===== src/rtl/keypad_pkg.sv =====
// Shared types and constants for the multi-tap keypad: scanner FSM states,
// special key codes and the ASCII letter-group helpers.
package keypad_pkg;

    typedef enum logic [1:0] {
        ST_SCAN,
        ST_DEBOUNCE,
        ST_PRESSED,
        ST_RELEASE
    } scanState_e;

    localparam logic [3:0] KEY_LAST_LETTER   = 4'd8;
    localparam logic [3:0] KEY_SUBMIT_LETTER = 4'd12;
    localparam logic [3:0] KEY_CLEAR         = 4'd13;
    localparam logic [3:0] KEY_SUBMIT_WORD   = 4'd14;

    localparam logic [7:0] ASCII_A = 8'h41;
    localparam logic [7:0] ASCII_Z = 8'h5A;

    function automatic logic [7:0] groupFirst(input logic [3:0] key);
        logic [7:0] k8;
        k8 = {4'b0000, key};
        return ASCII_A + k8 + k8 + k8;
    endfunction

    // The last group is short (Y, Z only), so its wrap point is fixed.
    function automatic logic [7:0] groupLast(input logic [3:0] key);
        return (key == KEY_LAST_LETTER) ? ASCII_Z : groupFirst(key) + 8'd2;
    endfunction

endpackage


===== src/rtl/keypad_multitap_if.sv =====
// Keypad matrix lines plus the multi-tap text outputs seen by the game controller.
interface keypad_multitap_if;
    logic [3:0] row;
    logic [3:0] col;
    logic [7:0] pending_letter;
    logic       pending_valid;
    logic [7:0] letter;
    logic       letter_valid;
    logic       clear_pulse;
    logic       word_submit;
    logic       error;

    modport master (
        output row,
        input  col, pending_letter, pending_valid, letter, letter_valid,
               clear_pulse, word_submit, error
    );

    modport slave (
        input  row,
        output col, pending_letter, pending_valid, letter, letter_valid,
               clear_pulse, word_submit, error
    );
endinterface


===== src/rtl/keypad_scan.sv =====
// Column scanner with press/release debounce; emits one key_event per physical
// press together with the key code 4*row + column.
module keypad_scan
    import keypad_pkg::*;
#(
    parameter int SCAN_CYCLES     = 4,
    parameter int DEBOUNCE_CYCLES = 8
) (
    input  logic       clk,
    input  logic       nRst,
    input  logic [3:0] row_i,
    output logic [3:0] col_o,
    output logic [3:0] key_code_o,
    output logic       key_event_o
);

    localparam int SC_W = (SCAN_CYCLES > 1) ? $clog2(SCAN_CYCLES) : 1;
    localparam int DB_W = (DEBOUNCE_CYCLES > 1) ? $clog2(DEBOUNCE_CYCLES) : 1;
    localparam logic [SC_W-1:0] SCAN_LAST = SC_W'(SCAN_CYCLES - 1);
    localparam logic [DB_W-1:0] DB_LAST   = DB_W'(DEBOUNCE_CYCLES - 1);

    scanState_e      state_q;
    logic [3:0]      col_q;
    logic [SC_W-1:0] scanCnt_q;
    logic [DB_W-1:0] dbCnt_q;
    logic [3:0]      rowLatch_q;
    logic [3:0]      keyCode_q;
    logic            keyEvent_q;
    logic [1:0]      rowIdx;
    logic [1:0]      colIdx;

    always_comb begin
        rowIdx = 2'd0;
        case (row_i)
            4'b0100: rowIdx = 2'd1;
            4'b0010: rowIdx = 2'd2;
            4'b0001: rowIdx = 2'd3;
            default: rowIdx = 2'd0;
        endcase
        colIdx = 2'd0;
        case (col_q)
            4'b0100: colIdx = 2'd1;
            4'b0010: colIdx = 2'd2;
            4'b0001: colIdx = 2'd3;
            default: colIdx = 2'd0;
        endcase
    end

    // Column stays locked from detection until the release has been debounced,
    // so a held key can never be seen as a second press.
    always_ff @(posedge clk or negedge nRst) begin
        if (!nRst) begin
            state_q    <= ST_SCAN;
            col_q      <= 4'b1000;
            scanCnt_q  <= '0;
            dbCnt_q    <= '0;
            rowLatch_q <= '0;
            keyCode_q  <= '0;
            keyEvent_q <= 1'b0;
        end else begin
            keyEvent_q <= 1'b0;
            case (state_q)
                ST_SCAN: begin
                    if (scanCnt_q == SCAN_LAST) begin
                        scanCnt_q <= '0;
                        if ($onehot(row_i)) begin
                            state_q    <= ST_DEBOUNCE;
                            rowLatch_q <= row_i;
                            keyCode_q  <= {rowIdx, colIdx};
                            dbCnt_q    <= '0;
                        end else begin
                            col_q <= {col_q[0], col_q[3:1]};
                        end
                    end else begin
                        scanCnt_q <= scanCnt_q + 1'b1;
                    end
                end
                ST_DEBOUNCE: begin
                    if (row_i == rowLatch_q) begin
                        if (dbCnt_q == DB_LAST) begin
                            state_q    <= ST_PRESSED;
                            keyEvent_q <= 1'b1;
                            dbCnt_q    <= '0;
                        end else begin
                            dbCnt_q <= dbCnt_q + 1'b1;
                        end
                    end else begin
                        state_q   <= ST_SCAN;
                        col_q     <= {col_q[0], col_q[3:1]};
                        scanCnt_q <= '0;
                        dbCnt_q   <= '0;
                    end
                end
                ST_PRESSED: begin
                    state_q <= ST_RELEASE;
                    dbCnt_q <= '0;
                end
                ST_RELEASE: begin
                    if (row_i == 4'b0000) begin
                        if (dbCnt_q == DB_LAST) begin
                            state_q   <= ST_SCAN;
                            col_q     <= {col_q[0], col_q[3:1]};
                            scanCnt_q <= '0;
                            dbCnt_q   <= '0;
                        end else begin
                            dbCnt_q <= dbCnt_q + 1'b1;
                        end
                    end else begin
                        dbCnt_q <= '0;
                    end
                end
                default: state_q <= ST_SCAN;
            endcase
        end
    end

    assign col_o       = col_q;
    assign key_code_o  = keyCode_q;
    assign key_event_o = keyEvent_q;

endmodule


===== src/rtl/keypad_multitap.sv =====
// Multi-tap text entry: turns debounced key events into a pending letter,
// committed letters and one-cycle control pulses.
module keypad_multitap
    import keypad_pkg::*;
#(
    parameter int SCAN_CYCLES     = 4,
    parameter int DEBOUNCE_CYCLES = 8
) (
    input  logic               clk,
    input  logic               nRst,
    keypad_multitap_if.slave   kp
);

    logic [3:0] keyCode;
    logic       keyEvent;

    logic [7:0] pendLetter_q;
    logic       pendValid_q;
    logic [3:0] pendGroup_q;
    logic [7:0] letter_q;
    logic       letterValid_q;
    logic       error_q;
    logic       clear_q;
    logic       wordSubmit_q;

    keypad_scan #(
        .SCAN_CYCLES     (SCAN_CYCLES),
        .DEBOUNCE_CYCLES (DEBOUNCE_CYCLES)
    ) u_scan (
        .clk         (clk),
        .nRst        (nRst),
        .row_i       (kp.row),
        .col_o       (kp.col),
        .key_code_o  (keyCode),
        .key_event_o (keyEvent)
    );

    // Repeated taps on the same group cycle through its letters; a different
    // group silently replaces the pending letter without committing it.
    always_ff @(posedge clk or negedge nRst) begin
        if (!nRst) begin
            pendLetter_q  <= 8'h00;
            pendValid_q   <= 1'b0;
            pendGroup_q   <= 4'd0;
            letter_q      <= 8'h00;
            letterValid_q <= 1'b0;
            error_q       <= 1'b0;
            clear_q       <= 1'b0;
            wordSubmit_q  <= 1'b0;
        end else begin
            letterValid_q <= 1'b0;
            error_q       <= 1'b0;
            clear_q       <= 1'b0;
            wordSubmit_q  <= 1'b0;
            if (keyEvent) begin
                if (keyCode <= KEY_LAST_LETTER) begin
                    if (pendValid_q && (pendGroup_q == keyCode)) begin
                        pendLetter_q <= (pendLetter_q == groupLast(keyCode)) ?
                                        groupFirst(keyCode) : pendLetter_q + 8'd1;
                    end else begin
                        pendLetter_q <= groupFirst(keyCode);
                        pendGroup_q  <= keyCode;
                        pendValid_q  <= 1'b1;
                    end
                end else begin
                    case (keyCode)
                        KEY_SUBMIT_LETTER: begin
                            if (pendValid_q) begin
                                letter_q      <= pendLetter_q;
                                letterValid_q <= 1'b1;
                                pendLetter_q  <= 8'h00;
                                pendValid_q   <= 1'b0;
                            end else begin
                                error_q <= 1'b1;
                            end
                        end
                        KEY_CLEAR: begin
                            clear_q      <= 1'b1;
                            pendLetter_q <= 8'h00;
                            pendValid_q  <= 1'b0;
                        end
                        KEY_SUBMIT_WORD: wordSubmit_q <= 1'b1;
                        default: ;
                    endcase
                end
            end
        end
    end

    assign kp.pending_letter = pendLetter_q;
    assign kp.pending_valid  = pendValid_q;
    assign kp.letter         = letter_q;
    assign kp.letter_valid   = letterValid_q;
    assign kp.error          = error_q;
    assign kp.clear_pulse    = clear_q;
    assign kp.word_submit    = wordSubmit_q;

endmodule


===== src/flat_wrapper.sv =====
// flat-port wrapper written by rule: the top's interface ports become plain ports
module keypad_multitap_flat import keypad_pkg::*;
#(
    parameter int SCAN_CYCLES     = 4,
    parameter int DEBOUNCE_CYCLES = 8
)
  (clk, nRst, kp_row, kp_col, kp_pending_letter, kp_pending_valid, kp_letter, kp_letter_valid, kp_clear_pulse, kp_word_submit, kp_error);
  keypad_multitap_if kp_i ();
  input  logic clk;
  input  logic nRst;
  input wire logic [$bits(kp_i.row)-1:0] kp_row;
  output wire logic [$bits(kp_i.col)-1:0] kp_col;
  output wire logic [$bits(kp_i.pending_letter)-1:0] kp_pending_letter;
  output wire logic [$bits(kp_i.pending_valid)-1:0] kp_pending_valid;
  output wire logic [$bits(kp_i.letter)-1:0] kp_letter;
  output wire logic [$bits(kp_i.letter_valid)-1:0] kp_letter_valid;
  output wire logic [$bits(kp_i.clear_pulse)-1:0] kp_clear_pulse;
  output wire logic [$bits(kp_i.word_submit)-1:0] kp_word_submit;
  output wire logic [$bits(kp_i.error)-1:0] kp_error;
  assign kp_i.row = kp_row;
  assign kp_col = kp_i.col;
  assign kp_pending_letter = kp_i.pending_letter;
  assign kp_pending_valid = kp_i.pending_valid;
  assign kp_letter = kp_i.letter;
  assign kp_letter_valid = kp_i.letter_valid;
  assign kp_clear_pulse = kp_i.clear_pulse;
  assign kp_word_submit = kp_i.word_submit;
  assign kp_error = kp_i.error;
  keypad_multitap #(.SCAN_CYCLES(SCAN_CYCLES), .DEBOUNCE_CYCLES(DEBOUNCE_CYCLES)) u_core (.clk(clk), .nRst(nRst), .kp(kp_i));
endmodule

===== config.mk =====
export PLATFORM = sky130hd
export DESIGN_NAME = keypad_multitap_flat
export DESIGN_NICKNAME = d
export VERILOG_FILES = /design/src/rtl/keypad_pkg.sv /design/src/rtl/keypad_multitap_if.sv /design/src/rtl/keypad_scan.sv /design/src/rtl/keypad_multitap.sv /design/src/flat_wrapper.sv
export SDC_FILE = /design/constraint.sdc
export NUM_CORES = 1
export LEC_CHECK = 0
export CORE_MARGIN = 5
export CORE_UTILIZATION = 60
export DETAILED_ROUTE_END_ITERATION = 16
export GPL_ROUTABILITY_DRIVEN = 0
export PLACE_DENSITY = 0.84
export SETUP_SLACK_MARGIN = 0.15
export SLEW_MARGIN = 20
export SYNTH_ARGS = -nofsm -noshare
export SYNTH_HDL_FRONTEND = slang
export SYNTH_SLANG_ARGS = --single-unit
export TNS_END_PERCENT = 20

===== constraint.sdc =====
create_clock -name clk -period 10.85 [get_ports clk]
set_input_delay 2.7125 -clock clk [delete_from_list [all_inputs] [get_ports clk]]
set_output_delay 2.7125 -clock clk [all_outputs]
set_load 0.01 [all_outputs]

run_1/sizes.png
(6 px per um)
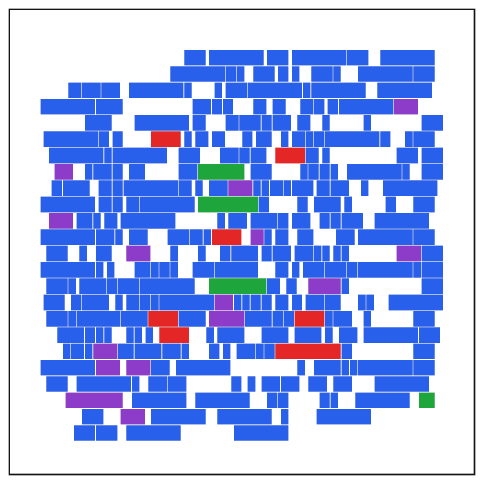
| color | size | cells | share |
|---|---|---|---|
| green | _3 and _4 cells | 4 | 1.3% |
| blue | _0 and _1 cells | 282 | 92% |
| red | _6 and larger | 7 | 2.3% |
| purple | _2 cells | 15 | 4.9% |

run_1/io_placement.png
(6 px per um) Pins as bars across the die edge, other pins in gray.
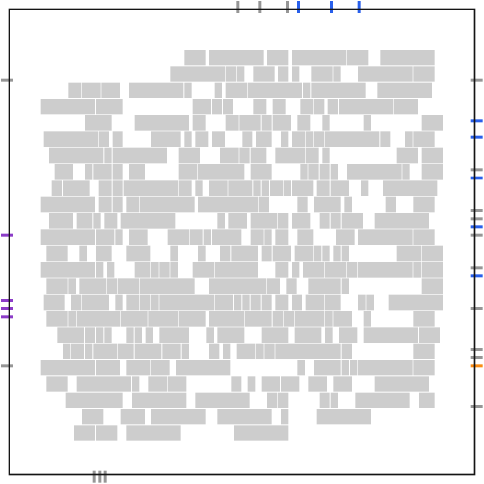
| color | port | pins | direction | edge |
|---|---|---|---|---|
| blue | kp_letter | 8 | output | 5 right, 3 top |
| purple | kp_row | 4 | input | left |
| orange | kp_word_submit | 1 | output | right |
all pins by edge: 16 right, 6 left, 6 top, 3 bottom

run_1/placement.png
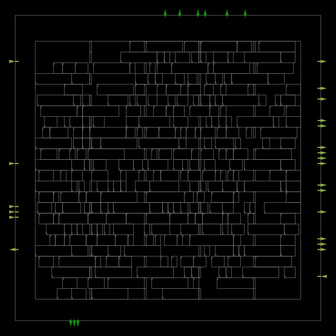
non-filler instance count after layout: 360
Tap Cells: 52
total core area: 0.00438 sq mm
fraction of area in registers: 0.357

==> flow_summary.yaml, run 1 <==
# yosys + openroad results
status:
  run_status: "finished, final reports clean"
job:
  cap_violations: 0
  warnings: 33
grt:
  grt_use_met3: 0.0468
  antenna_found_initial: 0
  met2_usage_in_global_routing: 0.338
  wire_length_of_the_first_global_routing_pass_um: 9840
clock_tree:
  clk_root_buffer_cell: "clkbuf_8"
  cts.sink_count: 45
  clkTransAtPathRegs_ns: 0.08
setup_path:
  worstSetupStartpoint: "kp_row[0]"
  worst-setup-path-type: "input port to flop"
  critical_path_required_ns: 11.04
  reg2reg_from: "u_core.u_scan.key_code_o[0]"
  ff2ff_path_depth: 13
synthesis:
  logic_family: "AND-OR/OR-AND gates"
  post-synth-top-area-cell: "dfrtp_1"
  synth_compound_gate_area_share: 0.183
  area_fraction_in_and_or_nand_and_nor_cells: 0.161
  synth-edff-count: 0
final_layout:
  post-route-util: 0.720
  fill_cells: 325
  seq_cells: 45
  synthToLayoutAreaGrowth_pct: 16.2
  antenna_cells_inserted: 0
power_and_ir_drop:
  pg_comb_uw: 122
  power_report.internal_total_uw: 308
  combinationalPowerShare: 0.270
  p_sw_uw: 144
  power.sequential.total_uw: 200
die:
  initCoreUtil: 0.620
timing:
  rsz0062_at_grt: "no"
  hold_ws_ns: 0.485
routing:
  drt_iter0_drc: 152
place:
  dp_cells: 352
==> run 1: worst max-delay path: stages <==
cell and delay (ns):
clkdlybuf4s50_1 0.49, inv_1 0.14, fa_1 0.55, inv_1 0.04, ha_1 0.17, ha_1 0.27
nor2_1 0.05, nand2_1 0.06, nand2_1 0.04, a21boi_0 0.46, mux2_2 0.40
==> run 1: worst paths after layout <==
check                           slack, ns                           to
worst max-delay path                 5.66       u_core.u_scan.col_o[2]
worst min-delay path                 0.48          u_core.kp.letter[1]
worst max register to register       6.84  u_core.kp.pending_letter[4]
worst min register to register       0.48          u_core.kp.letter[1]
max in group asynchronous            8.08  u_core.kp.pending_letter[3]
min in group asynchronous            2.40  u_core.kp.pending_letter[1]
==> run 1: Yosys cell counts (all sizes together) (2+ instances only) <==
| cell | number |
|---|---|
| a2111oi | 2 |
| a211oi | 2 |
| a21o | 2 |
| a21oi | 9 |
| a221o | 2 |
| a221oi | 2 |
| a22o | 2 |
| a31o | 2 |
| a31oi | 4 |
| and2 | 5 |
| and3 | 2 |
| and4 | 2 |
| buf | 3 |
| clkbuf | 6 |
| dfrtp | 44 |
| fa | 2 |
| ha | 17 |
| inv | 21 |
| mux2 | 9 |
| mux2i | 7 |
| nand2 | 34 |
| nand3 | 10 |
| nand4 | 4 |
| nand4b | 2 |
| nor2 | 16 |
| nor2b | 3 |
| nor3 | 6 |
| o21ai | 21 |
| o22ai | 3 |
| o2bb2ai | 2 |
| o31ai | 2 |
| o41ai | 3 |
| or2 | 2 |
| or3 | 3 |
| xnor2 | 9 |
| xor2 | 3 |
--- run 2 (diff from run 1) ---
CORE_UTILIZATION = 51   (was 60)
PLACE_DENSITY = 0.76   (was 0.84)
clock period = 4.5 ns   (was 10.85 ns; I/O delays follow)
run_2/placement.png
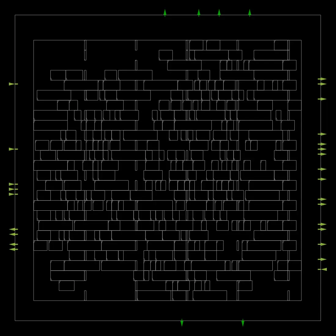
Row Count: 26
fraction of area in registers: 0.358
non-filler instance count after layout: 379
number of sequential cells: 45
post-layout utilization of the core: 0.613

==> run 2 against run 1 <==
Routed wire length down 3.1%. Area after synthesis unchanged. Sequential cell count unchanged. Worst setup slack worse by 5.0 ns. Largest cell class unchanged.
==> flow_summary.yaml, run 2 <==
# yosys + openroad results
clock_tree:
  cts.sink_count: 45
  clk_root_buffer_cell: "clkbuf_8"
  hold_buffers: 0
  clkTransAtPathRegs_ns: 0.08
setup_path:
  worstSetupStartpoint: "u_core.u_scan.key_code_o[1]"
  critical_path_required_ns: 4.68
  worst-setup-path-type: "flop to flop"
  worstReg2RegEnd: "u_core.kp.pending_letter[4]"
  ff2ff_setup_slack_ns: 0.68
  ff2ff_path_depth: 13
  setup.worst_path.end: "u_core.kp.pending_letter[4]"
die:
  placeableCoreArea_sq_mm: 0.00514
  initCoreUtil: 0.529
timing:
  hold_ws_ns: 0.482
  report.final.setup_viol: 0
  finalClockPeriodUsage: 0.850
  rsz0062_at_grt: "no"
synthesis:
  cell_count_listed_in_synth_stat_txt: 279
  syn_avg_cell_area_sq_um: 9.74
  synth-edff-count: 0
  post-synth-top-area-cell: "dfrtp_1"
  netlist-cell-type-count: 58
  synth.most_common_cell: "dfrtp_1"
  post_synth_most_frequent_cells: "44 x dfrtp_1, 34 x nand2_1, 21 x inv_1"
place:
  dp.final_hpwl_um: 4030
  place_area_sq_mm: 0.00307
final_layout:
  synthToLayoutAreaGrowth_pct: 15.9
  fill_cells: 461
  antenna_cells_inserted: 0
status:
  run_status: "finished, final reports clean"
routing:
  drt_iter0_drc: 184
power_and_ir_drop:
  ir_worst_vdd_uv: 189
grt:
  gr-total-overflow: 0
  wire_length_of_the_first_global_routing_pass_um: 9680
  grt_usage: 0.166
job:
  warnings: 33
  cap_violations: 0
run_2/wires.png
(6 px per um) Only two layers are drawn.
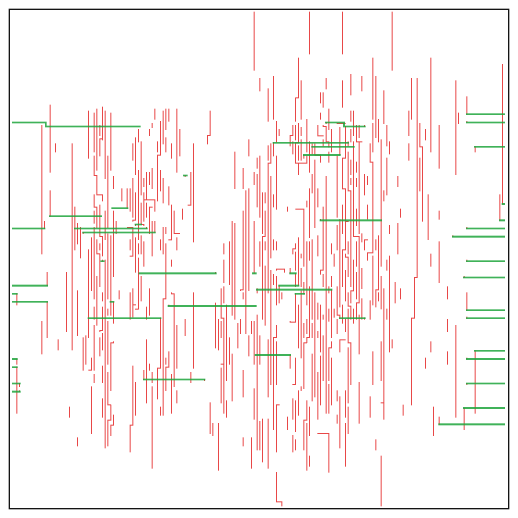
| color | layer | wire length |
|---|---|---|
| green | metal 3 | 292 um |
| red | metal 2 | 2570 um |

## run 2: cell counts after synthesis
Identical to the previous run, type by type.
## run 2: cell type report
class	instances	area share
repair buffers	31	0.0969
flip-flops and latches	45	0.358
well taps	70	0.0278
inverters	21	0.0250
multi-input cells	204	0.467
clock buffers	8	0.0254
## run 2: where the power goes
| part | switching, uW | internal (uW) |
|---|---|---|
| clock network | 124 | 110 |
| registers | 37.8 | 441 |
| logic | 171 | 121 |
## run 2: worst min path at each step
stage	from	endpoint
2_1_floorplan	u_core.u_scan.rowLatch_q[1]	u_core.u_scan.rowLatch_q[1]
5_1_grt	u_core.kp.letter[0]	u_core.kp.letter[0]
3_5_place_dp	u_core.kp.letter[3]	u_core.kp.letter[3]
6_report	u_core.kp.letter[2]	u_core.kp.letter[2]
4_1_cts	u_core.kp.letter[3]	u_core.kp.letter[3]
3_3_place_gp	u_core.kp.letter[4]	u_core.kp.letter[4]
## run 2: critical path, cell delays in order (launching register included)
cell and delay (ns):
dfrtp_1 0.50, inv_1 0.12, ha_1 0.32, xnor2_1 0.29, inv_1 0.13, ha_1 0.32
or2_2 0.28, and2_1 0.16, o31ai_1 0.20, nand4b_1 0.18, a2111oi_4 0.40, a31oi_4 0.26
a31o_1 0.27, a221o_1 0.28
## run 2: layer usage
metal,part of all wire,GRT usage
met5,0,0
met4,0.015,0.0594
met3,0.055,0.0307
met2,0.48,0.278
met1,0.45,0.213
## run 2: per-stage QoR
stage               cells  power [uW]
finish                379        1010
global placement      371         767
global route          379        1080
CTS                   379        1020
floorplan             279         709
detailed placement    371         778
## run 2: logic make-up after synthesis
logic type / share of synthesized area
compound gates: 0.183
xor+xnor: 0.0414
fa+ha+maj: 0.0930
buf+inv: 0.0437
flops: 0.415
mux: 0.0631
simple gates: 0.161
--- run 3 (diff from run 2) ---
clock period = 3.3 ns   (was 4.5 ns; I/O delays follow)
run_3/sizes.png
(6 px per um)
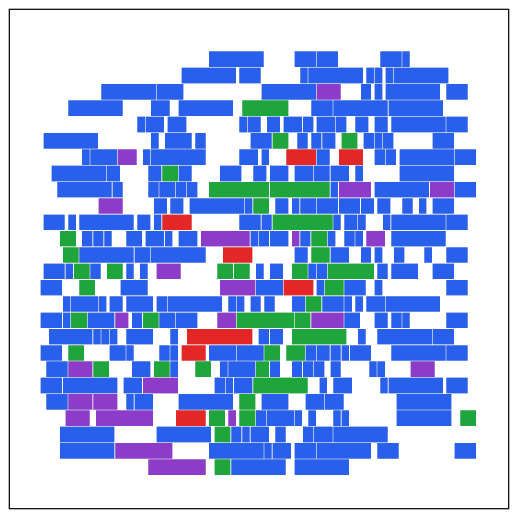
| color | size | cells | share |
|---|---|---|---|
| red | _6 and larger | 8 | 2.4% |
| green | _3 and _4 cells | 40 | 12% |
| purple | _2 cells | 23 | 6.8% |
| blue | _0 and _1 cells | 265 | 79% |

==> run 3 against run 2 <==
Sequential power is 34% higher. Sequential share of layout area shrank 3.5 points. Die area did not move. Cell area increased by 11%. Clock power rose by 78%. Via count rose by 7.7%. Critical endpoint unchanged.
==> flow_summary.yaml, run 3 <==
# yosys + openroad results
grt:
  wire_length_of_the_first_global_routing_pass_um: 10600
  grt_busiest_layer: "met2"
  antenna_found_initial: 0
  gr-total-overflow: 0
  met2_usage_in_global_routing: 0.321
final_layout:
  inv_count: 21
  non_clock_buffer_count: 58
  comb_area_frac: 0.449
  final-instance-count-excl-fill: 406
  antenna_cells_inserted: 0
  layout.area.top_class: "logic gates"
  seq_cells: 45
  synthToLayoutAreaGrowth_pct: 29.0
  clkCellAreaFrac: 0.0328
  comb.multi_input.count: 204
  seq_share: 0.322
die:
  n_tap_cell: 70
  initCoreUtil: 0.529
  placeableCoreArea_sq_mm: 0.00514
status:
  run_status: "finished, final reports clean"
job:
  cap_violations: 0
  warnings: 35
place:
  dp.final_hpwl_um: 4400
clock_tree:
  clk_root_buffer_cell: "clkbuf_8"
  clkTransAtPathRegs_ns: 0.09
power_and_ir_drop:
  combinationalPowerShare: 0.321
  clock_power_share: 0.268
  pg_comb_uw: 501
  power.sequential.total_uw: 642
  clock_net_power_uw: 419
  power_frac_seq: 0.411
  power_report.internal_total_uw: 1050
setup_path:
  worst-setup-path-type: "flop to flop"
routing:
  drt_iter0_drc: 161
  maxUsedRoutingLayer: "met4"
  met1_length_um: 2490
synthesis:
  synth-edff-count: 0
  syn_avg_cell_area_sq_um: 9.74
  post-synth-top-area-cell: "dfrtp_1"
run_3/wires.png
(6 px per um) Only two layers are drawn.
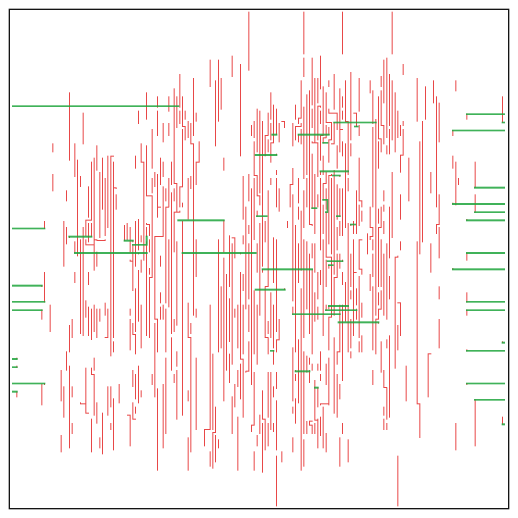
| color | layer | wire length |
|---|---|---|
| green | metal 3 | 251 um |
| red | metal 2 | 3170 um |
Total GRT Usage: 0.183
total number of vias: 2320

==> run 3: per-stage QoR <==
stage / hold WS [ns] / cell area [sq um] / setup slack [ns] / total power [uW]
floorplan: 0.450 / 2750 / 0.150 / 969
global placement: 0.459 / 3250 / 0.0132 / 1090
detailed placement: 0.473 / 3250 / -0.0780 / 1110
CTS: 0.493 / 3440 / 0.0547 / 1550
global route: 0.515 / 3500 / -0.0106 / 1650
finish: 0.489 / 3500 / 0.0804 / 1560
==> run 3: path summary, 6_finish.rpt <==
check	start	to	slack, ns	cells after the start
max	u_core.u_scan.key_code_o[0]	u_core.kp.pending_letter[4]	0.08	11
min	u_core.kp.letter[2]	u_core.kp.letter[2]	0.49	2
max reg2reg	u_core.u_scan.key_code_o[0]	u_core.kp.pending_letter[4]	0.08	11
min reg2reg	u_core.kp.letter[2]	u_core.kp.letter[2]	0.49	2
max in group asynchronous	nRst	u_core.u_scan.key_code_o[1]	2.40	1
min in group asynchronous	nRst	u_core.kp.clear_pulse	0.51	1
==> run 3: cell families (layout without fill, tap and decap cells) <==
kind of cell,after synthesis,after routing,synth area share
AND-OR/OR-AND,66,66,0.183
multiplexers,16,16,0.0631
flip-flops,45,45,0.415
adder cells (fa/ha/maj),19,19,0.0930
XOR/XNOR,12,12,0.0414
buffers and inverters,30,87,0.0437
AND/OR/NAND/NOR,91,91,0.161
==> run 3: worst max-delay path, cell delays in order (launching register included) <==
cell and delay (ns):
dfrtp_2 0.45, buf_6 0.13, fa_2 0.61, ha_4 0.22, or2_4 0.22, o21ai_0 0.10
a221oi_1 0.12, nand4b_1 0.26, a2111oi_4 0.30, a31oi_4 0.16, a31o_1 0.24, a221o_1 0.29
Power figures rest on the tool's default switching activity, not on a simulated workload.
